<file path="src/rtl/wb_regbank_pkg.sv">
`default_nettype none
// ---------------------------------------------------------------------------
// wb_regbank_pkg : slot modes, FSM encoding and helpers for wb_regbank_gen
// Rev 1.0
// ---------------------------------------------------------------------------
package wb_regbank_pkg;

  localparam logic [1:0] MODE_STORAGE = 2'd0;
  localparam logic [1:0] MODE_WIRE    = 2'd1;
  localparam logic [1:0] MODE_EXT     = 2'd2;
  localparam logic [1:0] MODE_RO      = 2'd3;

  typedef logic [1:0] state_t;
  localparam state_t ST_IDLE   = 2'd0;
  localparam state_t ST_ACCESS = 2'd1;
  localparam state_t ST_WAIT   = 2'd2;
  localparam state_t ST_DONE   = 2'd3;

  function automatic int clog2(input int value);
    int r;
    r = 0;
    while ((1 << r) < value) r++;
    return r;
  endfunction

  function automatic int slot_lsb(input int k, input int width);
    return k * width;
  endfunction

endpackage
`default_nettype wire

</file>
<file path="src/rtl/wb_regbank_slot.sv">
`default_nettype none
// ---------------------------------------------------------------------------
// wb_regbank_slot : one register slot (storage / wire / ext-ack / read-only)
// Rev 1.0
// ---------------------------------------------------------------------------
module wb_regbank_slot
  import wb_regbank_pkg::*;
#(
  parameter int               DATA_W  = 32,
  parameter logic [1:0]       MODE    = MODE_STORAGE,
  parameter logic [DATA_W-1:0] RST_VAL = '0
) (
  input  logic                clk_i,
  input  logic                rst_i,
  input  logic                acc_i,
  input  logic                we_i,
  input  logic [DATA_W/8-1:0] sel_i,
  input  logic [DATA_W-1:0]   dat_i,
  output logic [DATA_W-1:0]   reg_o,
  output logic                reg_wr_o,
  output logic                reg_rd_o
);

  localparam logic [DATA_W-1:0] INIT_VAL = (MODE == MODE_STORAGE) ? RST_VAL : '0;

  logic [DATA_W-1:0] data_q;
  logic [DATA_W-1:0] data_d;
  logic [DATA_W-1:0] wmask;
  logic              w_wr;

  assign w_wr     = acc_i && we_i && (MODE != MODE_RO);
  assign reg_rd_o = acc_i && !we_i;

  // Only storage slots honour byte selects; latched slots take the whole word.
  always_comb begin
    wmask = '0;
    for (int b = 0; b < DATA_W/8; b++) begin
      wmask[b*8 +: 8] = (MODE == MODE_STORAGE) ? {8{sel_i[b]}} : 8'hFF;
    end
    data_d = w_wr ? ((data_q & ~wmask) | (dat_i & wmask)) : data_q;
  end

  always_ff @(posedge clk_i) begin
    if (rst_i) begin
      data_q <= INIT_VAL;
    end else begin
      data_q <= data_d;
    end
  end

  if (MODE == MODE_STORAGE) begin : g_storage
    logic wr_q;
    always_ff @(posedge clk_i) begin
      if (rst_i) begin
        wr_q <= 1'b0;
      end else begin
        wr_q <= w_wr;
      end
    end
    assign reg_o    = data_q;
    assign reg_wr_o = wr_q;
  end else if (MODE == MODE_RO) begin : g_readonly
    assign reg_o    = data_q;
    assign reg_wr_o = 1'b0;
  end else begin : g_latch
    // Write data is visible during the access cycle and held afterwards.
    assign reg_o    = data_d;
    assign reg_wr_o = w_wr;
  end

endmodule
`default_nettype wire

</file>
<file path="src/rtl/wb_regbank_gen.sv">
`default_nettype none
// ---------------------------------------------------------------------------
// wb_regbank_gen : parametrised Wishbone register bank with per-slot modes
// Rev 1.0
// ---------------------------------------------------------------------------
module wb_regbank_gen
  import wb_regbank_pkg::*;
#(
  parameter int                      NREGS        = 4,
  parameter int                      ADR_W        = 2,
  parameter int                      DATA_W       = 32,
  parameter logic [2*NREGS-1:0]      MODES        = '0,
  parameter logic [NREGS*DATA_W-1:0] RST_VAL      = '0,
  parameter int                      ACK_TIMEOUT  = 15,
  parameter int                      UNMAPPED_ERR = 0
) (
  input  logic                      clk_i,
  input  logic                      rst_i,
  input  logic                      wb_cyc_i,
  input  logic                      wb_stb_i,
  input  logic                      wb_we_i,
  input  logic [ADR_W+1:2]          wb_adr_i,
  input  logic [DATA_W/8-1:0]       wb_sel_i,
  input  logic [DATA_W-1:0]         wb_dat_i,
  output logic                      wb_ack_o,
  output logic                      wb_err_o,
  output logic                      wb_rty_o,
  output logic                      wb_stall_o,
  output logic [DATA_W-1:0]         wb_dat_o,
  output logic [NREGS*DATA_W-1:0]   reg_o,
  input  logic [NREGS*DATA_W-1:0]   reg_i,
  output logic [NREGS-1:0]          reg_wr_o,
  output logic [NREGS-1:0]          reg_rd_o,
  input  logic [NREGS-1:0]          reg_wack_i,
  input  logic [NREGS-1:0]          reg_rack_i
);

  localparam int               SEL_W   = DATA_W/8;
  localparam int               CNT_W   = clog2(ACK_TIMEOUT + 1);
  localparam logic [ADR_W:0]   NREGS_L = (ADR_W+1)'(NREGS);
  localparam logic [CNT_W-1:0] CNT_END = CNT_W'(ACK_TIMEOUT - 1);

  state_t              state_q, state_d;
  logic [CNT_W-1:0]    cnt_q, cnt_d;
  logic                ack_q, ack_d;
  logic                err_q, err_d;
  logic [DATA_W-1:0]   rdat_q, rdat_d;
  logic [ADR_W-1:0]    adr_q;
  logic                we_q;
  logic [SEL_W-1:0]    sel_q;
  logic [DATA_W-1:0]   dat_q;

  logic                w_accept;
  logic                w_mapped;
  logic                w_ext;
  logic                w_resp;
  logic [DATA_W-1:0]   w_rdata;

  assign w_accept   = (state_q == ST_IDLE) && wb_cyc_i && wb_stb_i;
  assign w_mapped   = {1'b0, adr_q} < NREGS_L;
  assign wb_ack_o   = ack_q;
  assign wb_err_o   = err_q;
  assign wb_rty_o   = 1'b0;
  assign wb_stall_o = (state_q != ST_IDLE);
  assign wb_dat_o   = rdat_q;

  // Storage slots read back their own value; all other modes read reg_i.
  always_comb begin
    w_rdata = '0;
    w_ext   = 1'b0;
    w_resp  = 1'b0;
    for (int k = 0; k < NREGS; k++) begin
      if (adr_q == ADR_W'(k)) begin
        w_rdata = (MODES[2*k +: 2] == MODE_STORAGE) ? reg_o[slot_lsb(k, DATA_W) +: DATA_W]
                                                    : reg_i[slot_lsb(k, DATA_W) +: DATA_W];
        w_ext   = (MODES[2*k +: 2] == MODE_EXT);
        w_resp  = we_q ? reg_wack_i[k] : reg_rack_i[k];
      end
    end
  end

  always_comb begin
    state_d = state_q;
    cnt_d   = cnt_q;
    ack_d   = 1'b0;
    err_d   = 1'b0;
    rdat_d  = '0;
    case (state_q)
      ST_IDLE: begin
        if (w_accept) begin
          state_d = ST_ACCESS;
          cnt_d   = '0;
        end
      end
      ST_ACCESS: begin
        if (!w_mapped) begin
          state_d = ST_DONE;
          if (UNMAPPED_ERR != 0) err_d = 1'b1;
          else                   ack_d = 1'b1;
        end else if (w_ext && !w_resp) begin
          state_d = ST_WAIT;
          cnt_d   = '0;
        end else begin
          state_d = ST_DONE;
          ack_d   = 1'b1;
          rdat_d  = we_q ? '0 : w_rdata;
        end
      end
      ST_WAIT: begin
        // A response in the expiry cycle still wins over the timeout.
        if (w_resp) begin
          state_d = ST_DONE;
          ack_d   = 1'b1;
          rdat_d  = we_q ? '0 : w_rdata;
        end else if (cnt_q == CNT_END) begin
          state_d = ST_DONE;
          err_d   = 1'b1;
        end else begin
          cnt_d = cnt_q + 1'b1;
        end
      end
      default: state_d = ST_IDLE;
    endcase
  end

  always_ff @(posedge clk_i) begin
    if (rst_i) begin
      state_q <= ST_IDLE;
      cnt_q   <= '0;
      ack_q   <= 1'b0;
      err_q   <= 1'b0;
      rdat_q  <= '0;
      adr_q   <= '0;
      we_q    <= 1'b0;
      sel_q   <= '0;
      dat_q   <= '0;
    end else begin
      state_q <= state_d;
      cnt_q   <= cnt_d;
      ack_q   <= ack_d;
      err_q   <= err_d;
      rdat_q  <= rdat_d;
      if (w_accept) begin
        adr_q <= wb_adr_i;
        we_q  <= wb_we_i;
        sel_q <= wb_sel_i;
        dat_q <= wb_dat_i;
      end
    end
  end

  for (genvar k = 0; k < NREGS; k++) begin : g_slot
    logic w_acc;
    assign w_acc = (state_q == ST_ACCESS) && (adr_q == ADR_W'(k));

    wb_regbank_slot #(
      .DATA_W  (DATA_W),
      .MODE    (MODES[2*k +: 2]),
      .RST_VAL (RST_VAL[slot_lsb(k, DATA_W) +: DATA_W])
    ) u_slot (
      .clk_i    (clk_i),
      .rst_i    (rst_i),
      .acc_i    (w_acc),
      .we_i     (we_q),
      .sel_i    (sel_q),
      .dat_i    (dat_q),
      .reg_o    (reg_o[slot_lsb(k, DATA_W) +: DATA_W]),
      .reg_wr_o (reg_wr_o[k]),
      .reg_rd_o (reg_rd_o[k])
    );
  end

endmodule
`default_nettype wire

</file>
<file path="config.mk">
export PLATFORM = sky130hd
export DESIGN_NAME = wb_regbank_gen
export DESIGN_NICKNAME = d
export VERILOG_FILES = /design/src/rtl/wb_regbank_pkg.sv /design/src/rtl/wb_regbank_slot.sv /design/src/rtl/wb_regbank_gen.sv
export SDC_FILE = /design/constraint.sdc
export NUM_CORES = 1
export LEC_CHECK = 0
export ABC_AREA = 0
export CORE_MARGIN = 2
export CORE_UTILIZATION = 35
export DETAILED_ROUTE_END_ITERATION = 10
export PLACE_DENSITY = 0.79
export SKIP_LAST_GASP = 1
export SLEW_MARGIN = 20
export SYNTH_ARGS = -nofsm -noshare
export SYNTH_HDL_FRONTEND = slang
export SYNTH_SLANG_ARGS = --single-unit
</file>
<file path="constraint.sdc">
create_clock -name clk_i -period 3.45 [get_ports clk_i]
set_clock_uncertainty 0.1 [all_clocks]
set_input_delay 0.69 -clock clk_i [delete_from_list [all_inputs] [get_ports clk_i]]
set_output_delay 0.69 -clock clk_i [all_outputs]
set_load 0.02 [all_outputs]
</file>
Met3 routing:
(3 px per um)
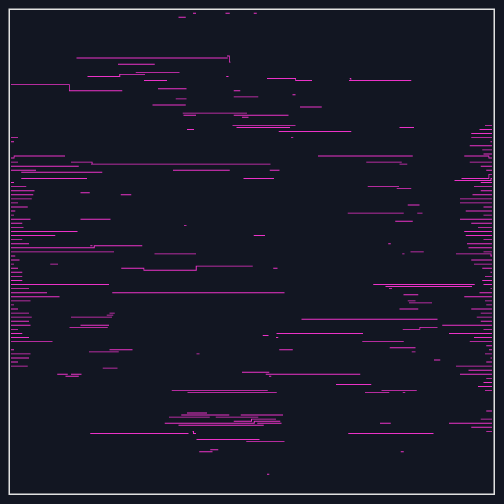
- main direction: horizontal
- nets with wire on the layer: 189
- longest straight run: 59.6 um

Clock distribution:
(2 px per um)
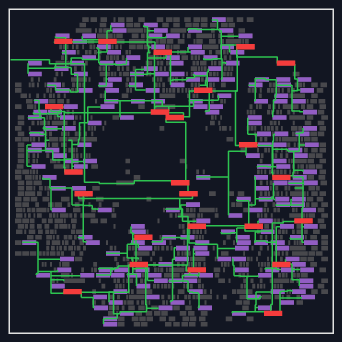
- green: clock wires (length 2760 um)
- red: clock-net drivers (count 24)
- purple: flip-flops (count 211)
- routed clock nets: 25

==> flow_metrics.env <==
# source this file to load flow results
export IMPL_flop_cell="dfxtp_1"
export IMPL_cts_sinks=211
export IMPL_reg2reg_slack_ps=950
export IMPL_area_delta_synth_final_pct=36.6
export IMPL_setup_tns_ps=0
export IMPL_grt_pass1_vias=7496
export IMPL_cts_made_buffers=24
export IMPL_yosys_stat_seqShare_pct=48.8
export IMPL_post_synth_top_area_fraction_pct=48.8
export IMPL_layout_min_cycle_time_ps=3050
export IMPL_syn_area_mm2=0.00865
export IMPL_cts_path_max_buffers=3
export IMPL_yosys_warnings=0
export IMPL_maxCapViolCount=0
export IMPL_coreArea_mm2=0.0243
export IMPL_clk_pin_slew_ps=60
export IMPL_portBuffers=221
export IMPL_syn_avg_cell_area_um2=8.66
export IMPL_top_cell="nand2_1"
export IMPL_crit_arrival_ps=2260
export IMPL_antenna_found_initial=2
export IMPL_grt_pass1_wl_um=41700
export IMPL_clk_latency_ps=510
export IMPL_critPathKind="reg2out"
export IMPL_drt_pass1_iter_count=5
export IMPL_worst_pin_slew_ps=1000
export IMPL_syn_inst=999
export IMPL_utilization_pct=48.6
export IMPL_drc=0
export IMPL_hold_class="reg2reg"
export IMPL_peakVddDrop_v=0.000440
export IMPL_cts_setup_buffers=0
export IMPL_wl_per_cell_um=17.6
export IMPL_max_freq_mhz=328
export IMPL_period_used_pct=88.4
export IMPL_cp_required_ps=2660
export IMPL_synth_nets=1184
export IMPL_drv_slew=0
export IMPL_drive_above_1_share_pct=11.1
export IMPL_final_nets=1364
export IMPL_synth_cell_type_count=39
export IMPL_cts_resized_gates=0
export IMPL_area_leaders="dfxtp_1 (49%), nand2_1 (11%), a21oi_1 (9.8%)"
export IMPL_via_count=7941
export IMPL_crit_path_max_incr_delay_ps=640
export IMPL_fill_cells=2263
export IMPL_power_density_mw_per_mm2=511
export IMPL_place_ws_ps=662
export IMPL_routed_wl_um=26800
export IMPL_hold_viol=0
export IMPL_hpwl_um=18100
export IMPL_track_usage_pct=19.9
export IMPL_dieArea_mm2=0.0260
export IMPL_edf_count=0
export IMPL_holdWs_ps=370
export IMPL_end_kind="output port"
export IMPL_initial_utilization_pct=35.6
export IMPL_cts_root_buf="clkbuf_16"
export IMPL_outcome="finished, final reports clean"
export IMPL_drt_iter0_markers=469
export IMPL_postRouteAntennaNets=0
export IMPL_ys_cells=999
export IMPL_top_area_cell="dfxtp_1"
export IMPL_rows=57
export IMPL_path_cells="inv_1, ha_1, nand2_1, nor3_1, clkdlybuf4s50_1"
export IMPL_die_w_um=161
export IMPL_p_leak_nw=3.78
export IMPL_yosys_stat_area_mm2=0.00865
export IMPL_rsz0062_at_grt="false"
export IMPL_cts_hold_buf=0
export IMPL_cp_max_fo=7
export IMPL_warning_count=158
export IMPL_die_y_um=161
export IMPL_synth_flops=211
export IMPL_finalWorstSetupSlack_ps=402
export IMPL_finalSetupViolCount=0
export IMPL_top_cells_by_count="nand2_1 (256), dfxtp_1 (211), a21oi_1 (169)"
export IMPL_async_flop_share_pct=0
export IMPL_relSlewSlack_pct=33.1
export IMPL_grt_max_degree=96
export IMPL_grt_ovfl_total=0
export IMPL_cpMaxStageDelayCell="clkdlybuf4s50_1"
export IMPL_gp_congestion=0.771
export IMPL_htree_levels=1
export IMPL_viasPerCell=5.22
export IMPL_cts_tree="done"
export IMPL_crit_path_start_kind="flop"
export IMPL_io_pins=351
cell families after synthesis:
kind of cell               synth area share [%]
and+or+nand+nor                            24.3
DFF                                        48.8
AOI/OAI and AO/OA                          11.7
buffers and inverters                      5.40
muxes                                      8.85
adders and majority gates                 0.868
other                                    0.0434
worst max-delay path, delay by kind of cell, from the launching register on:
| family | cells | cell delay, ps |
|---|---|---|
| flip-flops | 1 | 340 |
| buffers and inverters | 2 | 750 |
| adder cells (fa/ha/maj) | 1 | 360 |
| AND/OR/NAND/NOR | 2 | 300 |
cell type report:
cell class | count | area [um^2] | area share (%)
flip-flops and latches | 211 | 4230 | 35.8
multi-input cells | 694 | 3990 | 33.8
repair buffers | 241 | 2360 | 20.0
clock buffers | 37 | 721 | 6.10
well taps | 324 | 405 | 3.43
clock inverters | 6 | 85.1 | 0.720
inverters | 7 | 26.3 | 0.222
diodes | 1 | 2.50 | 0.0212
layout by cell type, fill, tap and decap left out, types with 7 or more instances in the layout:
| master | n |
|---|---|
| a21oi_1 | 169 |
| buf_4 | 21 |
| clkbuf_1 | 7 |
| clkbuf_16 | 25 |
| clkdlybuf4s50_1 | 220 |
| dfxtp_1 | 209 |
| inv_1 | 7 |
| mux4_2 | 32 |
| nand2_1 | 256 |
| nand3_1 | 140 |
| nor2_1 | 8 |
| nor2_2 | 27 |
report_power, final:
group          leakage [nW]  switching (mW)  internal (mW)
logic                  1.69           0.583          0.266
registers              1.70           0.107           2.50
clock network         0.389            1.00           1.58
stage by stage:
stage,std cells,power [mW],cell area [um^2]
floorplan,999,3.24,8650
global placement,1477,3.49,11000
detailed placement,1477,3.51,11000
CTS,1520,6.09,11800
global route,1521,6.29,11800
finish,1521,6.04,11800
final timing paths:
| check | start | to | depth (start not counted) |
|---|---|---|---|
| max | state_q[1] | reg_rd_o[2] | 5 |
| min | flop | flop | 2 |
| max reg2reg | adr_q[0] | flop | 6 |
| min reg2reg | flop | flop | 2 |
routing by layer:
metal	share of wire, %	GRT usage (%)	wire [um]	vias to the layer above
met1	43	27.2	11400	3768
li1	-	-	-	3786
met2	47	32.1	12600	340
met5	0.049	0	13	-
met4	2.3	5.68	610	2
met3	8.0	4.16	2150	45
Power is estimated from default activity; no workload was simulated.
